**src/rtl/pc_ctrl_if.sv**
```systemverilog
// Control-flow bundle between decode/comparator and the PC controller.
// The master drives decode and enable inputs; the slave returns PC, pulses and stats.
interface pc_ctrl_if #(
  parameter int CNT_W = 16
);
  logic             en;
  logic             stall;
  logic             br_valid;
  logic [15:0]      br_offset;
  logic             taken;
  logic             j_valid;
  logic [25:0]      j_index;
  logic             jr_valid;
  logic [31:0]      jr_addr;
  logic [31:0]      pc;
  logic             flush;
  logic             br_pending;
  logic             addr_err;
  logic [CNT_W-1:0] br_cnt;
  logic [CNT_W-1:0] taken_cnt;

  modport master (
    output en, stall, br_valid, br_offset, taken, j_valid, j_index, jr_valid, jr_addr,
    input  pc, flush, br_pending, addr_err, br_cnt, taken_cnt
  );

  modport slave (
    input  en, stall, br_valid, br_offset, taken, j_valid, j_index, jr_valid, jr_addr,
    output pc, flush, br_pending, addr_err, br_cnt, taken_cnt
  );
endinterface

```
**src/rtl/pc_ctrl.sv**
```systemverilog
// Fetch PC controller with delayed-branch resolution, j/jr redirects and
// saturating branch statistics.
module pc_ctrl #(
  parameter logic [31:0] RESET_PC = 32'h0000_3000,
  parameter int          CNT_W    = 16
) (
  input logic     clk,
  input logic     rst,
  pc_ctrl_if.slave bus
);

  typedef enum logic {FETCH, RESOLVE} state_t;

  state_t           state;
  logic [31:0]      pc_q;
  logic [31:0]      target_q;
  logic             flush_q;
  logic             addr_err_q;
  logic [CNT_W-1:0] br_cnt_q;
  logic [CNT_W-1:0] taken_cnt_q;

  logic             advance;
  logic [31:0]      pc_inc;
  logic [31:0]      br_target;

  assign advance   = bus.en & ~bus.stall;
  assign pc_inc    = pc_q + 32'd4;
  // pc_q is already the delay-slot address when the branch sits in decode.
  assign br_target = pc_q + {{14{bus.br_offset[15]}}, bus.br_offset, 2'b00};

  always_ff @(posedge clk or negedge rst) begin
    if (!rst) begin
      state       <= FETCH;
      pc_q        <= RESET_PC;
      target_q    <= '0;
      flush_q     <= 1'b0;
      addr_err_q  <= 1'b0;
      br_cnt_q    <= '0;
      taken_cnt_q <= '0;
    end else begin
      // Pulses last one cycle; only an advancing edge can raise them.
      flush_q    <= 1'b0;
      addr_err_q <= 1'b0;
      if (advance) begin
        unique case (state)
          FETCH: begin
            if (bus.j_valid) begin
              pc_q <= {pc_q[31:28], bus.j_index, 2'b00};
            end else if (bus.jr_valid) begin
              pc_q       <= {bus.jr_addr[31:2], 2'b00};
              addr_err_q <= |bus.jr_addr[1:0];
            end else if (bus.br_valid) begin
              target_q <= br_target;
              pc_q     <= pc_inc;
              state    <= RESOLVE;
            end else begin
              pc_q <= pc_inc;
            end
          end
          RESOLVE: begin
            if (bus.taken) begin
              pc_q    <= target_q;
              flush_q <= 1'b1;
              if (taken_cnt_q != '1) taken_cnt_q <= taken_cnt_q + 1'b1;
            end else begin
              pc_q <= pc_inc;
            end
            if (br_cnt_q != '1) br_cnt_q <= br_cnt_q + 1'b1;
            state <= FETCH;
          end
          default: state <= FETCH;
        endcase
      end
    end
  end

  assign bus.pc         = pc_q;
  assign bus.flush      = flush_q;
  assign bus.br_pending = (state == RESOLVE);
  assign bus.addr_err   = addr_err_q;
  assign bus.br_cnt     = br_cnt_q;
  assign bus.taken_cnt  = taken_cnt_q;

endmodule
```
**src/flat_wrapper.sv**
```systemverilog
// flat-port wrapper written by rule: the top's interface ports become plain ports
module pc_ctrl_flat 
#(
  parameter logic [31:0] RESET_PC = 32'h0000_3000,
  parameter int          CNT_W    = 16
)
  (clk, rst, bus_en, bus_stall, bus_br_valid, bus_br_offset, bus_taken, bus_j_valid, bus_j_index, bus_jr_valid, bus_jr_addr, bus_pc, bus_flush, bus_br_pending, bus_addr_err, bus_br_cnt, bus_taken_cnt);
  pc_ctrl_if #(.CNT_W(CNT_W)) bus_i ();
  input logic clk;
  input logic rst;
  input wire logic [$bits(bus_i.en)-1:0] bus_en;
  input wire logic [$bits(bus_i.stall)-1:0] bus_stall;
  input wire logic [$bits(bus_i.br_valid)-1:0] bus_br_valid;
  input wire logic [$bits(bus_i.br_offset)-1:0] bus_br_offset;
  input wire logic [$bits(bus_i.taken)-1:0] bus_taken;
  input wire logic [$bits(bus_i.j_valid)-1:0] bus_j_valid;
  input wire logic [$bits(bus_i.j_index)-1:0] bus_j_index;
  input wire logic [$bits(bus_i.jr_valid)-1:0] bus_jr_valid;
  input wire logic [$bits(bus_i.jr_addr)-1:0] bus_jr_addr;
  output wire logic [$bits(bus_i.pc)-1:0] bus_pc;
  output wire logic [$bits(bus_i.flush)-1:0] bus_flush;
  output wire logic [$bits(bus_i.br_pending)-1:0] bus_br_pending;
  output wire logic [$bits(bus_i.addr_err)-1:0] bus_addr_err;
  output wire logic [$bits(bus_i.br_cnt)-1:0] bus_br_cnt;
  output wire logic [$bits(bus_i.taken_cnt)-1:0] bus_taken_cnt;
  assign bus_i.en = bus_en;
  assign bus_i.stall = bus_stall;
  assign bus_i.br_valid = bus_br_valid;
  assign bus_i.br_offset = bus_br_offset;
  assign bus_i.taken = bus_taken;
  assign bus_i.j_valid = bus_j_valid;
  assign bus_i.j_index = bus_j_index;
  assign bus_i.jr_valid = bus_jr_valid;
  assign bus_i.jr_addr = bus_jr_addr;
  assign bus_pc = bus_i.pc;
  assign bus_flush = bus_i.flush;
  assign bus_br_pending = bus_i.br_pending;
  assign bus_addr_err = bus_i.addr_err;
  assign bus_br_cnt = bus_i.br_cnt;
  assign bus_taken_cnt = bus_i.taken_cnt;
  pc_ctrl #(.RESET_PC(RESET_PC), .CNT_W(CNT_W)) u_core (.clk(clk), .rst(rst), .bus(bus_i));
endmodule
```
**config.mk**
```make
export PLATFORM = sky130hd
export DESIGN_NAME = pc_ctrl_flat
export DESIGN_NICKNAME = d
export VERILOG_FILES = /design/src/rtl/pc_ctrl_if.sv /design/src/rtl/pc_ctrl.sv /design/src/flat_wrapper.sv
export SDC_FILE = /design/constraint.sdc
export NUM_CORES = 1
export LEC_CHECK = 0
export CAP_MARGIN = 20
export CORE_ASPECT_RATIO = 1.4
export CORE_MARGIN = 4
export CORE_UTILIZATION = 30
export CTS_BUF_LIST = sky130_fd_sc_hd__clkbuf_16
export CTS_CLUSTER_SIZE = 24
export DETAILED_ROUTE_END_ITERATION = 12
export DONT_BUFFER_PORTS = 1
export GPL_TIMING_DRIVEN = 0
export HOLD_SLACK_MARGIN = 0.06
export PLACE_DENSITY = 0.5
export SLEW_MARGIN = 30
export SYNTH_ARGS = -nofsm -noshare
export SYNTH_HDL_FRONTEND = slang
export SYNTH_SLANG_ARGS = --single-unit
```
**constraint.sdc**
```tcl
create_clock -name clk -period 8.06 [get_ports clk]
set_input_delay 1.209 -clock clk [delete_from_list [all_inputs] [get_ports clk]]
set_output_delay 1.209 -clock clk [all_outputs]
set_load 0.02 [all_outputs]
```
==> results.py <==
# Flow results
metrics = {
    "finish": {
        "buffer_area_share_pct": 2.38,
        "fillCellCount": 2366,
        "largest_class": "combinational gates",
        "non_clock_buffer_count": 41,
        "clockBufferCount": 9,
        "final_common_cell": "sky130_fd_sc_hd__nand2_1",
        "final-clk-cell-share_pct": 3.68,
        "ff_count": 99,
        "seq_area_share_pct": 33.7,
        "most-common-layout-cells": "116 x sky130_fd_sc_hd__nand2_1, 97 x sky130_fd_sc_hd__dfrtp_1, 56 x sky130_fd_sc_hd__a21oi_1",
        "logic_share_of_the_area_pct": 54.3,
        "design.final.nets": 902,
        "multi_input_comb_area_sq_mm": 0.00399,
        "final-instance-count-excl-fill": 1089,
        "final_area_sq_mm": 0.00735,
        "layout_cell_share_with_drive_strength_beyond_1_pct": 5.93,
        "synthToLayoutAreaGrowth_pct": 9.57,
        "register_area_sq_mm": 0.00248,
    },
    "route": {
        "wirelength_met1_mm": 9.70,
        "top_layer": "met4",
        "met2WireLength_mm": 12.4,
    },
    "critical_path": {
        "timing.critical_path.cells": "ha_1, inv_1, fa_1, and2b_1, o2111ai_2, a2111oi_4, o21ai_1, o21ai_1, nor2_1, a211o_1",
        "r2r_end": "u_core.target_q[28]",
        "worst_r2r_path_depth": 10,
        "critical_path.endpoint_type": "register",
        "timing.reg2reg.setup_slack_ns": 4.88,
        "critical_path_depth": 10,
        "crit_family": "AND-OR/OR-AND gates",
        "critical_path_class": "in2reg",
        "setup.worst_path.start_class": "primary input",
        "cp_data_arrival_time_ns": 3.57,
        "worst-endpoint-required_ns": 8.31,
        "critical_path.slowest_cell": "sky130_fd_sc_hd__a2111oi_4",
    },
    "pwr": {
        "pg_clk_mw": 0.421,
        "p_seq_share_pct": 45.1,
        "power.net_switching_mw": 0.713,
        "p_per_area_mw_per_mm2": 236,
        "ir_drop_v": 0.000118,
        "clock_power_share_pct": 24.3,
        "power.share.switching_pct": 41.1,
        "power-top-group": "registers",
        "power_combinational_mw": 0.532,
        "cellLeakagePower_nw": 3.08,
        "pwr.group.sequential_mw": 0.783,
        "power.share.combinational_pct": 30.7,
    },
    "yosys": {
        "ys_types": 74,
        "yosys_area_sq_mm": 0.00671,
        "ys_ff": 99,
        "xor_xnor_area_share_pct": 6.40,
        "yosys.area_share.aoi_pct": 25.7,
        "ys_sh_mux_pct": 0.933,
        "largest_type_area_fraction_pct": 36.2,
        "synth_stat.cells": 776,
        "top_cells_by_area": "sky130_fd_sc_hd__dfrtp_1 36%, sky130_fd_sc_hd__nand2_1 6.5%, sky130_fd_sc_hd__ha_1 6.0%, sky130_fd_sc_hd__xnor2_1 4.4%, sky130_fd_sc_hd__a21oi_1 4.2%",
        "yosys.area_share.simple_pct": 20.2,
        "adder_share_pct": 6.27,
        "top_logic_kind": "AND-OR/OR-AND gates",
        "async_reset_ff_share_pct": 100,
        "post-synth-top-count-cell": "sky130_fd_sc_hd__nand2_1",
        "synthDominantAreaCellType": "sky130_fd_sc_hd__dfrtp_1",
        "syn-instance-count": 776,
        "top_cells_by_count": "116 x sky130_fd_sc_hd__nand2_1, 97 x sky130_fd_sc_hd__dfrtp_1, 56 x sky130_fd_sc_hd__a21oi_1, 55 x sky130_fd_sc_hd__o21ai_0, 47 x sky130_fd_sc_hd__nor2_1",
        "postSynthAreaPerCell_sq_um": 8.64,
        "floorplan.nets": 891,
        "synth-warning-count": 0,
    },
    "min_path": {
        "timing.hold.worst.class": "reg2reg",
        "holdPathStages": 2,
    },
    "job": {
        "max-cap-violations": 0,
        "stage_log_warnings": 26,
    },
    "placed_design": {
        "dp_slack_ns": 4.34,
        "detailedPlacementHpwl_mm": 19.0,
        "buffer_ports.inserted": 0,
        "dp_cells": 1073,
    },
    "floorplanning": {
        "die_w_um": 134,
        "num_tap_cells": 297,
        "die_height_um": 185,
        "placement_rows": 64,
        "io-pin-count": 149,
    },
    "grt": {
        "pin_count_of_the_biggest_net_entering_global_routing": 100,
        "globalRoute.totalOverflow": 0,
        "antenna_found_initial": 0,
        "use_met1_pct": 22.9,
    },
    "timing": {
        "setup-tns-final_ns": 0,
        "finalWorstSetupSlack_ns": 4.73,
        "final.period_utilization_pct": 41.3,
        "finalClockSkew_ns": 0.00889,
        "hold_violations": 0,
        "finalHoldWorstSlack_ns": 0.479,
        "grt_setup_unrepaired": "false",
        "slew_viol_final": 0,
        "finalSetupViolCount": 0,
    },
    "run_status": {
        "outcome": "completed",
    },
    "clocking": {
        "post_cts_setup_buffer_count": 0,
        "postCtsHoldBufs": 0,
        "cts_resized": 0,
    },
}
### M1 wires

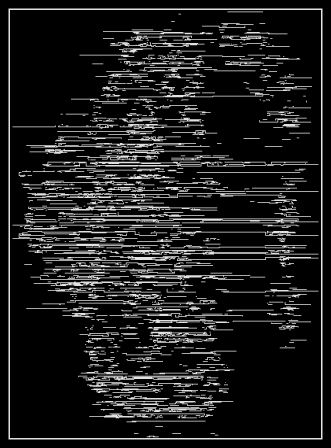
- nets with wire on the layer: 857
- wire length on this layer: 9,700 um
Detailed Route WL: 24.9 mm
number of vias in the routed layout: 6,227

### The metal 2 layer

The bar under the picture is 50 um long. Cells faint in the background.
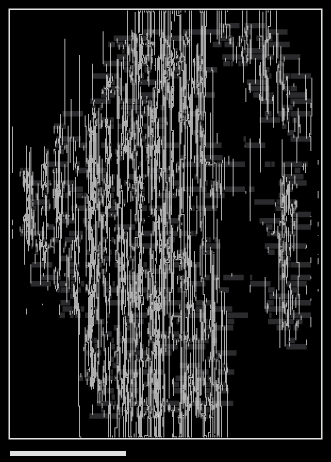
- nets with wire on the layer: 758
- wire length on this layer: 12,400 um
- share of all routed wire: 50%
- main direction: vertical
global-route met2 utilization: 34.6%

### Signal wires on met3

The bar under the picture is 50 um long.
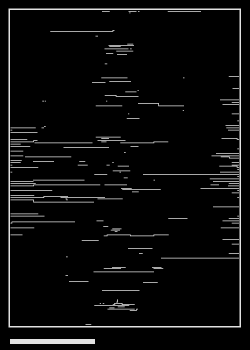
- main direction: horizontal
- share of all routed wire: 6.5%
- longest straight run: 55.9 um
met3 Track Usage GR: 4.65%

### Metal 4

Cells faint in the background.
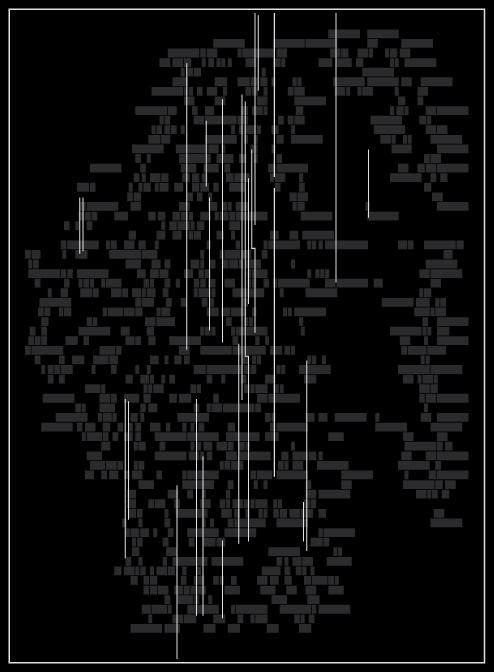
- wire length on this layer: 1,220 um
- share of all routed wire: 4.9%

### Routing congestion

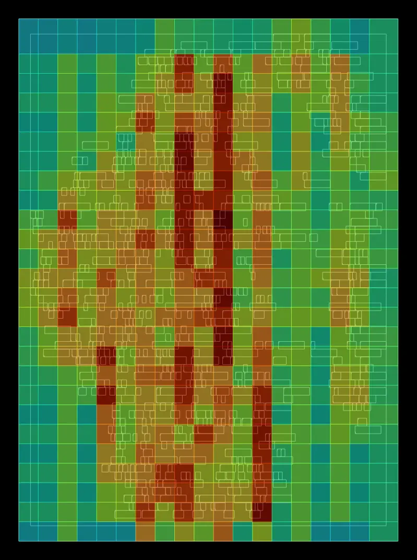
detailed-route wire length per cell: 22.9 um
Tot GR Track Use: 20.0%
final core utilization: 33.5%

Power and IR drop assume default switching activity.
